`src/rtl/uart_rx_core_if.sv`:
```
// ============================================================================
//  Module      : uart_rx_core_if
//  Description : Host-side bus of the UART receiver. The host pulses read_ack
//                after it has consumed data_out. The receiver returns the
//                character and its status flags.
//  Signals     : read_ack    - host -> receiver, one-clk acknowledge pulse
//                data_out    - receiver -> host, last accepted character
//                rx_rdy      - receiver -> host, character waiting
//                overflow    - receiver -> host, a character was dropped
//                parity_err  - receiver -> host, parity mismatch on last frame
//                framing_err - receiver -> host, stop bit sampled low
//  Modports    : master (host side), slave (receiver side)
//  Revision    : 1.0 - initial release
// ============================================================================
`timescale 1ns/1ps
`default_nettype none

interface uart_rx_core_if;
  logic       read_ack;
  logic [7:0] data_out;
  logic       rx_rdy;
  logic       overflow;
  logic       parity_err;
  logic       framing_err;

  modport master (
    output read_ack,
    input  data_out, rx_rdy, overflow, parity_err, framing_err
  );

  modport slave (
    input  read_ack,
    output data_out, rx_rdy, overflow, parity_err, framing_err
  );
endinterface

`default_nettype wire

```
`src/rtl/uart_rx_core.sv`:
```
// ============================================================================
//  Module      : uart_rx_core
//  Description : UART receiver core. It has a 16x oversampled bit engine with
//                a metastability synchronizer, a 3-sample majority filter,
//                7/8 data bits, optional parity, and a single-entry holding
//                register with overflow detection.
//  Ports       : clk         - system clock, rising edge
//                aresetn     - asynchronous active-low reset
//                baud_clock  - one-clk enable pulse at 16x the baud rate
//                rx          - asynchronous serial input, idle high
//                bit8        - 1: 8 data bits, 0: 7 data bits
//                parity_en   - parity bit present (parity build only)
//                odd_n_even  - 1: odd parity, 0: even (parity build only)
//                host        - uart_rx_core_if.slave (read_ack, data_out,
//                              rx_rdy, overflow, parity_err, framing_err)
//  Parameters  : SYNC_STAGES - rx synchronizer depth, 2 or 3
//  Build macro : UART_RX_PARITY_EN - builds the PARITY state and drives
//                parity_err. When it is undefined, parity_en/odd_n_even are
//                ignored and parity_err reads 0.
//  Revision    : 1.0 - initial release
// ============================================================================
`timescale 1ns/1ps
`default_nettype none

module uart_rx_core #(
  parameter int SYNC_STAGES = 2
) (
  input  logic           clk,
  input  logic           aresetn,
  input  logic           baud_clock,
  input  logic           rx,
  input  logic           bit8,
  input  logic           parity_en,
  input  logic           odd_n_even,
  uart_rx_core_if.slave  host
);

  localparam logic [2:0] S_IDLE   = 3'd0;
  localparam logic [2:0] S_START  = 3'd1;
  localparam logic [2:0] S_DATA   = 3'd2;
`ifdef UART_RX_PARITY_EN
  localparam logic [2:0] S_PARITY = 3'd3;
`endif
  localparam logic [2:0] S_STOP   = 3'd4;

  // --------------------------------------------------------------------------
  // Input conditioning
  // --------------------------------------------------------------------------
  logic [SYNC_STAGES-1:0] sync_q, sync_d;
  logic [2:0]             filt_q, filt_d;
  logic                   rx_sync;
  logic                   rx_filt;

  always_comb begin
    sync_d = {sync_q[SYNC_STAGES-2:0], rx};
    filt_d = filt_q;
    if (baud_clock) begin
      filt_d = {filt_q[1:0], rx_sync};
    end
  end

  assign rx_sync = sync_q[SYNC_STAGES-1];
  // Two out of three recent samples decide the line level. A single-sample
  // glitch cannot start a frame or corrupt a data bit.
  assign rx_filt = (filt_q[0] & filt_q[1]) | (filt_q[0] & filt_q[2]) |
                   (filt_q[1] & filt_q[2]);

  // --------------------------------------------------------------------------
  // Bit engine
  // --------------------------------------------------------------------------
  logic [2:0] state_q, state_d;
  logic [3:0] samp_cnt_q, samp_cnt_d;
  logic [2:0] bit_cnt_q, bit_cnt_d;
  logic [7:0] shift_q, shift_d;
  logic       cfg_bit8_q, cfg_bit8_d;
  logic       frame_done;
  logic       frame_ferr;
  logic       frame_perr;
  logic [2:0] last_bit;

`ifdef UART_RX_PARITY_EN
  logic       cfg_par_q, cfg_par_d;
  logic       cfg_odd_q, cfg_odd_d;
  logic       perr_frame_q, perr_frame_d;
  assign frame_perr = perr_frame_q;
`else
  logic       unused_par_cfg;
  assign unused_par_cfg = parity_en ^ odd_n_even;
  assign frame_perr     = 1'b0;
`endif

  assign last_bit = cfg_bit8_q ? 3'd7 : 3'd6;

  always_comb begin
    state_d    = state_q;
    samp_cnt_d = samp_cnt_q;
    bit_cnt_d  = bit_cnt_q;
    shift_d    = shift_q;
    cfg_bit8_d = cfg_bit8_q;
`ifdef UART_RX_PARITY_EN
    cfg_par_d    = cfg_par_q;
    cfg_odd_d    = cfg_odd_q;
    perr_frame_d = perr_frame_q;
`endif
    frame_done = 1'b0;
    frame_ferr = 1'b0;

    if (baud_clock) begin
      case (state_q)
        S_IDLE: begin
          if (!rx_filt) begin
            state_d    = S_START;
            samp_cnt_d = 4'd0;
            bit_cnt_d  = 3'd0;
            // Bits that are not received must read as 0. This keeps
            // data_out[7] clear in 7-bit mode.
            shift_d    = 8'h00;
            // The frame format is frozen here. Later changes to the format
            // inputs wait for the next start bit.
            cfg_bit8_d = bit8;
`ifdef UART_RX_PARITY_EN
            cfg_par_d    = parity_en;
            cfg_odd_d    = odd_n_even;
            perr_frame_d = 1'b0;
`endif
          end
        end

        S_START: begin
          samp_cnt_d = samp_cnt_q + 4'd1;
          if (samp_cnt_q == 4'd7) begin
            // Mid start bit. If the line is high again, the start was a glitch.
            samp_cnt_d = 4'd0;
            state_d    = rx_filt ? S_IDLE : S_DATA;
          end
        end

        S_DATA: begin
          samp_cnt_d = samp_cnt_q + 4'd1;
          if (samp_cnt_q == 4'd15) begin
            shift_d[bit_cnt_q] = rx_filt;
            bit_cnt_d          = bit_cnt_q + 3'd1;
            if (bit_cnt_q == last_bit) begin
`ifdef UART_RX_PARITY_EN
              state_d = cfg_par_q ? S_PARITY : S_STOP;
`else
              state_d = S_STOP;
`endif
            end
          end
        end

`ifdef UART_RX_PARITY_EN
        S_PARITY: begin
          samp_cnt_d = samp_cnt_q + 4'd1;
          if (samp_cnt_q == 4'd15) begin
            // Expected bit = XOR of data, inverted for odd parity.
            perr_frame_d = rx_filt ^ (^shift_q) ^ cfg_odd_q;
            state_d      = S_STOP;
          end
        end
`endif

        S_STOP: begin
          samp_cnt_d = samp_cnt_q + 4'd1;
          if (samp_cnt_q == 4'd15) begin
            // Return at mid stop bit. The next start edge can then be seen
            // with no idle gap between frames.
            frame_done = 1'b1;
            frame_ferr = ~rx_filt;
            state_d    = S_IDLE;
          end
        end

        default: begin
          state_d    = S_IDLE;
          samp_cnt_d = 4'd0;
        end
      endcase
    end
  end

  // --------------------------------------------------------------------------
  // Holding register and status
  // --------------------------------------------------------------------------
  logic [7:0] data_out_q, data_out_d;
  logic       rx_rdy_q, rx_rdy_d;
  logic       overflow_q, overflow_d;
  logic       framing_err_q, framing_err_d;
  logic       parity_err_q, parity_err_d;

  always_comb begin
    data_out_d    = data_out_q;
    rx_rdy_d      = rx_rdy_q;
    overflow_d    = overflow_q;
    framing_err_d = framing_err_q;
    parity_err_d  = parity_err_q;

    if (host.read_ack && rx_rdy_q) begin
      rx_rdy_d   = 1'b0;
      overflow_d = 1'b0;
    end

    if (frame_done) begin
      framing_err_d = frame_ferr;
      parity_err_d  = frame_perr;
      if (rx_rdy_q && !host.read_ack) begin
        // The host still owns the old character, so drop the new one.
        overflow_d = 1'b1;
      end else begin
        // An acknowledge in the same clk frees the register for this frame.
        data_out_d = shift_q;
        rx_rdy_d   = 1'b1;
      end
    end
  end

  always_ff @(posedge clk or negedge aresetn) begin
    if (!aresetn) begin
      sync_q        <= '1;
      filt_q        <= 3'b111;
      state_q       <= S_IDLE;
      samp_cnt_q    <= 4'd0;
      bit_cnt_q     <= 3'd0;
      shift_q       <= 8'h00;
      cfg_bit8_q    <= 1'b1;
      data_out_q    <= 8'h00;
      rx_rdy_q      <= 1'b0;
      overflow_q    <= 1'b0;
      framing_err_q <= 1'b0;
      parity_err_q  <= 1'b0;
`ifdef UART_RX_PARITY_EN
      cfg_par_q     <= 1'b0;
      cfg_odd_q     <= 1'b0;
      perr_frame_q  <= 1'b0;
`endif
    end else begin
      sync_q        <= sync_d;
      filt_q        <= filt_d;
      state_q       <= state_d;
      samp_cnt_q    <= samp_cnt_d;
      bit_cnt_q     <= bit_cnt_d;
      shift_q       <= shift_d;
      cfg_bit8_q    <= cfg_bit8_d;
      data_out_q    <= data_out_d;
      rx_rdy_q      <= rx_rdy_d;
      overflow_q    <= overflow_d;
      framing_err_q <= framing_err_d;
      parity_err_q  <= parity_err_d;
`ifdef UART_RX_PARITY_EN
      cfg_par_q     <= cfg_par_d;
      cfg_odd_q     <= cfg_odd_d;
      perr_frame_q  <= perr_frame_d;
`endif
    end
  end

  assign host.data_out    = data_out_q;
  assign host.rx_rdy      = rx_rdy_q;
  assign host.overflow    = overflow_q;
  assign host.framing_err = framing_err_q;
`ifdef UART_RX_PARITY_EN
  assign host.parity_err  = parity_err_q;
`else
  logic unused_parity_err;
  assign unused_parity_err = parity_err_q;
  assign host.parity_err   = 1'b0;
`endif

endmodule

`default_nettype wire

```
`src/flat_wrapper.sv`:
```
// flat-port wrapper written by rule: the top's interface ports become plain ports
module uart_rx_core_flat 
#(
  parameter int SYNC_STAGES = 2
)
  (clk, aresetn, baud_clock, rx, bit8, parity_en, odd_n_even, host_read_ack, host_data_out, host_rx_rdy, host_overflow, host_parity_err, host_framing_err);
  uart_rx_core_if host_i ();
  input  logic clk;
  input  logic aresetn;
  input  logic baud_clock;
  input  logic rx;
  input  logic bit8;
  input  logic parity_en;
  input  logic odd_n_even;
  input wire logic [$bits(host_i.read_ack)-1:0] host_read_ack;
  output wire logic [$bits(host_i.data_out)-1:0] host_data_out;
  output wire logic [$bits(host_i.rx_rdy)-1:0] host_rx_rdy;
  output wire logic [$bits(host_i.overflow)-1:0] host_overflow;
  output wire logic [$bits(host_i.parity_err)-1:0] host_parity_err;
  output wire logic [$bits(host_i.framing_err)-1:0] host_framing_err;
  assign host_i.read_ack = host_read_ack;
  assign host_data_out = host_i.data_out;
  assign host_rx_rdy = host_i.rx_rdy;
  assign host_overflow = host_i.overflow;
  assign host_parity_err = host_i.parity_err;
  assign host_framing_err = host_i.framing_err;
  uart_rx_core #(.SYNC_STAGES(SYNC_STAGES)) u_core (.clk(clk), .aresetn(aresetn), .baud_clock(baud_clock), .rx(rx), .bit8(bit8), .parity_en(parity_en), .odd_n_even(odd_n_even), .host(host_i));
endmodule
```
`config.mk`:
```
export PLATFORM = sky130hd
export DESIGN_NAME = uart_rx_core_flat
export DESIGN_NICKNAME = d
export VERILOG_FILES = /design/src/rtl/uart_rx_core_if.sv /design/src/rtl/uart_rx_core.sv /design/src/flat_wrapper.sv
export SDC_FILE = /design/constraint.sdc
export NUM_CORES = 1
export LEC_CHECK = 0
export ABC_AREA = 1
export CAP_MARGIN = 5
export CORE_ASPECT_RATIO = 1.25
export CORE_UTILIZATION = 26
export DETAILED_ROUTE_END_ITERATION = 8
export MAX_ROUTING_LAYER = met4
export PLACE_DENSITY = 0.41
export SLEW_MARGIN = 20
export SYNTH_ARGS = -nofsm -noshare
export SYNTH_HDL_FRONTEND = slang
export SYNTH_SLANG_ARGS = --single-unit
```
`constraint.sdc`:
```
create_clock -name clk -period 3.1 [get_ports clk]
set_input_delay 0.62 -clock clk [delete_from_list [all_inputs] [get_ports clk]]
set_output_delay 0.62 -clock clk [all_outputs]
set_load 0.05 [all_outputs]
```
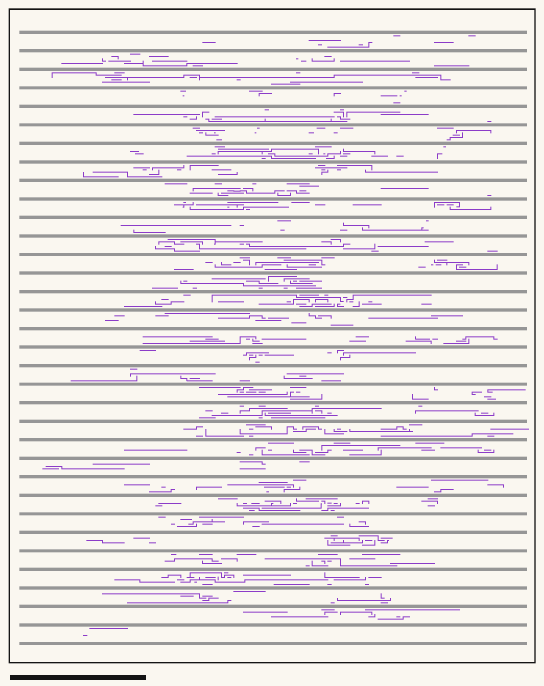
met1.png
The bar under the picture is 20 µm long. Supply wires on this layer in grey.
main direction: horizontal
nets with wire on the layer: 239
longest straight run: 20.2 µm
share of all routed wire: 50%

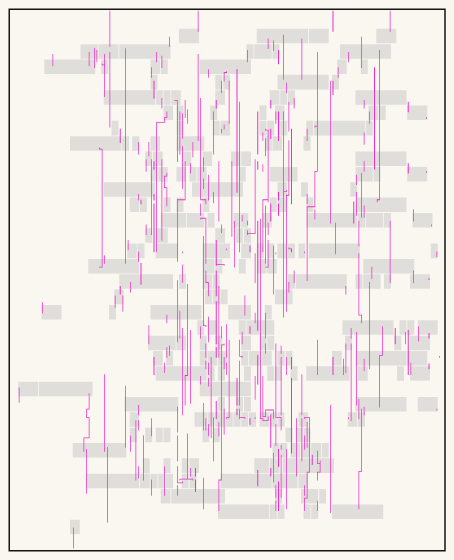
met2.png
Cells faint in the background.
longest straight run: 38.1 µm
nets with wire on the layer: 193

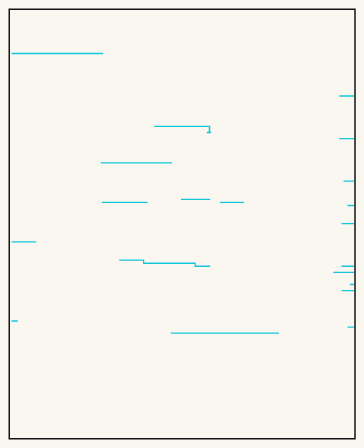
met3.png
wire length on this layer: 146 µm
main direction: horizontal
share of all routed wire: 3.9%

==> out/writeup.txt <==
The longest clock path from root to sink contains 2 buffers. The tools report the maximum achievable frequency as 0.482 GHz. For this block, the via count after detailed routing is 1482. With the relative contribution of combinational cells to total power at 0.318, the xor-xnor portion of the synthesized cell area is 0.00958.

With the combinational gate count at 165, the wire length after detailed routing is 3.71 mm. For the max-capacitance violation count, the log shows 0. In the final layout, excluding clock inverters the inverter count is 31. The tools report the met1 layer usage reported by global route as 0.152.

Along the worst hold path, the cell count comes to 0. The number of cells on the critical path works out to 1. Fraction of synthesized area in multiplexers: 0. The most frequent logic cell in the layout is sky130_fd_sc_hd__nand2_1. Per STA, the startpoint of the critical path is u_core.host.rx_rdy$_DFF_PN0_. The logs give 1830 µm² for the area of the mapped netlist and 0.182 for the met2 track utilization from global routing. The final layout reports a setup TNS of 0 ps. Measured along the y axis, the die boundary spans 95.7 µm.

Buffers placed on the I/O ports in this run total 16. Ranked by total cell area, the synthesized netlist is headed by sky130_fd_sc_hd__dfrtp_1 40%, sky130_fd_sc_hd__nand2_1 16%, sky130_fd_sc_hd__nand3_1 9.9%. With the depth of the worst register-to-register path at 9, the adder and majority cell fraction of the synthesized area is 0.0137.

With the total net switching power at 0.000520 W, the number of CTS-inserted buffers is 5. Counting every sink on the clock net gives 35. The wire length on met3 is 145 µm. Looking at the max-slew report, the worst-margin pin has a slew of 822 ps. The design has 35 sequential cells.

The commonest cells after synthesis are 78 x sky130_fd_sc_hd__nand2_1, 36 x sky130_fd_sc_hd__nand3_1, 29 x sky130_fd_sc_hd__dfrtp_1. The synthesis stat section lists a flop and latch total of 35. Total congestion overflow after global routing: 0. The group drawing the most power was sequential cells.

The run gives 621 nW/µm² for the power per unit of standard cell area. In this run the register-to-register setup slack is 1560 ps. Cell family with the largest share of critical-path delay: buffers and inverters. With the count of plain and timing-repair buffers at 16, the area taken by multi-input logic gates is 781 µm².

The share of the final layout cell area in sequential cells is 0.415, and the final critical path time including I/O delays and setup is 2080 ps. In the final layout, the clock buffer count is 5. Level count of the clock H-tree: 2. Looking at the critical path, the highest net fanout was 3.

The run gives 87 for the number of tapcells. In this run the post-CTS setup repair buffer count came out at 0. The switching part of the total power is 0.393, and the clock transition time at the flip-flop clock pins of the worst setup and hold paths is 70 ps. STA reports the tightest min-delay check as being of type register to register.

The tools report the share of synthesized area occupied by flip-flops and latches as 0.483. The run finished with clean final reports. The clock-cell share of area is 0.0393. The most critical hold endpoint after final layout shows a slack of 360 ps. The tools report the power of the clock network as 0.000327 W. The run gives 0.247 as the share of total power in the clock network. Among the non-sequential cells, simple AND/OR/NAND/NOR gates take the most area. Wire segments on met2 add up to 1.66 mm in the final route.

For the post-cts repair resize count, the log shows 0. The finished layout holds 342 standard cells, fillers aside. For the global-route wire length before repair, the log shows 6.59 mm. The tools report the number of global-route vias before repair as 1340.

Between the synthesized netlist and the finished layout, the area growth was recorded as 16.6%. The multi-input gate share of the layout cell area was 0.366; the pin count of the biggest net entering global routing was 36. The synthesis stats list as the most numerous cell sky130_fd_sc_hd__nand2_1. TritonCTS built the clock tree. On the critical path the data arrives at 1460 ps. Worst hold path startpoint: u_core.sync_q[0]$_DFF_PN1_. The utilization of the core after routing is 0.319. The clock insertion delay at the later pin of the skew report is 290 ps. Most area-hungry cell class in the final design: flip-flops and latches. After routing the design area is 2130 µm². STA classifies the critical path startpoint as a register. With the layout net count at 264, the peak supply drop is 0.192 mV. The highest layer touched by signal routing is met4. The run gives 237 for the total cells reported by yosys after synthesis. Setup repair after global routing left no endpoint under its margin.

The largest stage delay on the critical path works out to 800 ps. Worst slew slack as a fraction of its limit: 0.452. The worst setup path is of the register to output port kind.

By instance count after routing, the leading logic cell types are 78 x sky130_fd_sc_hd__nand2_1, 36 x sky130_fd_sc_hd__nand3_1, 29 x sky130_fd_sc_hd__dfrtp_1. Per the log, the first TritonRoute iteration ended with a DRC count of 86.
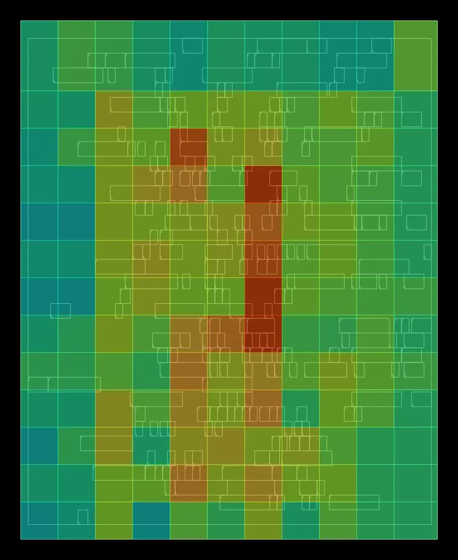
final_congestion.png
Global Route met3 Usage: 0.0284
overall track demand over capacity in global routing: 0.119

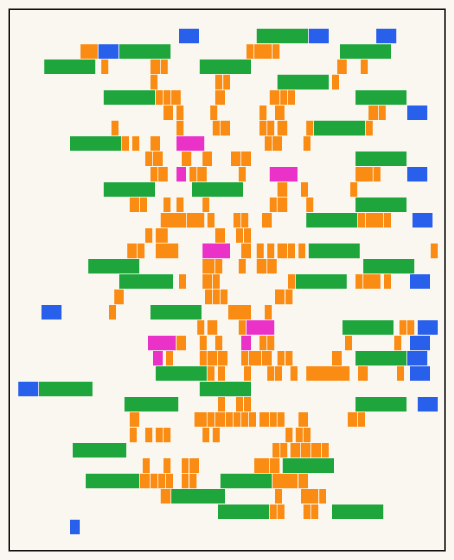
cell_classes.png
| class | colour | cells |
|---|---|---|
| other buffers and delay cells | blue | 16 |
| flops | green | 35 |
| all other logic | orange | 196 |
| clock drivers and dummy loads | magenta | 8 |

Power is estimated from default activity; no workload was simulated.
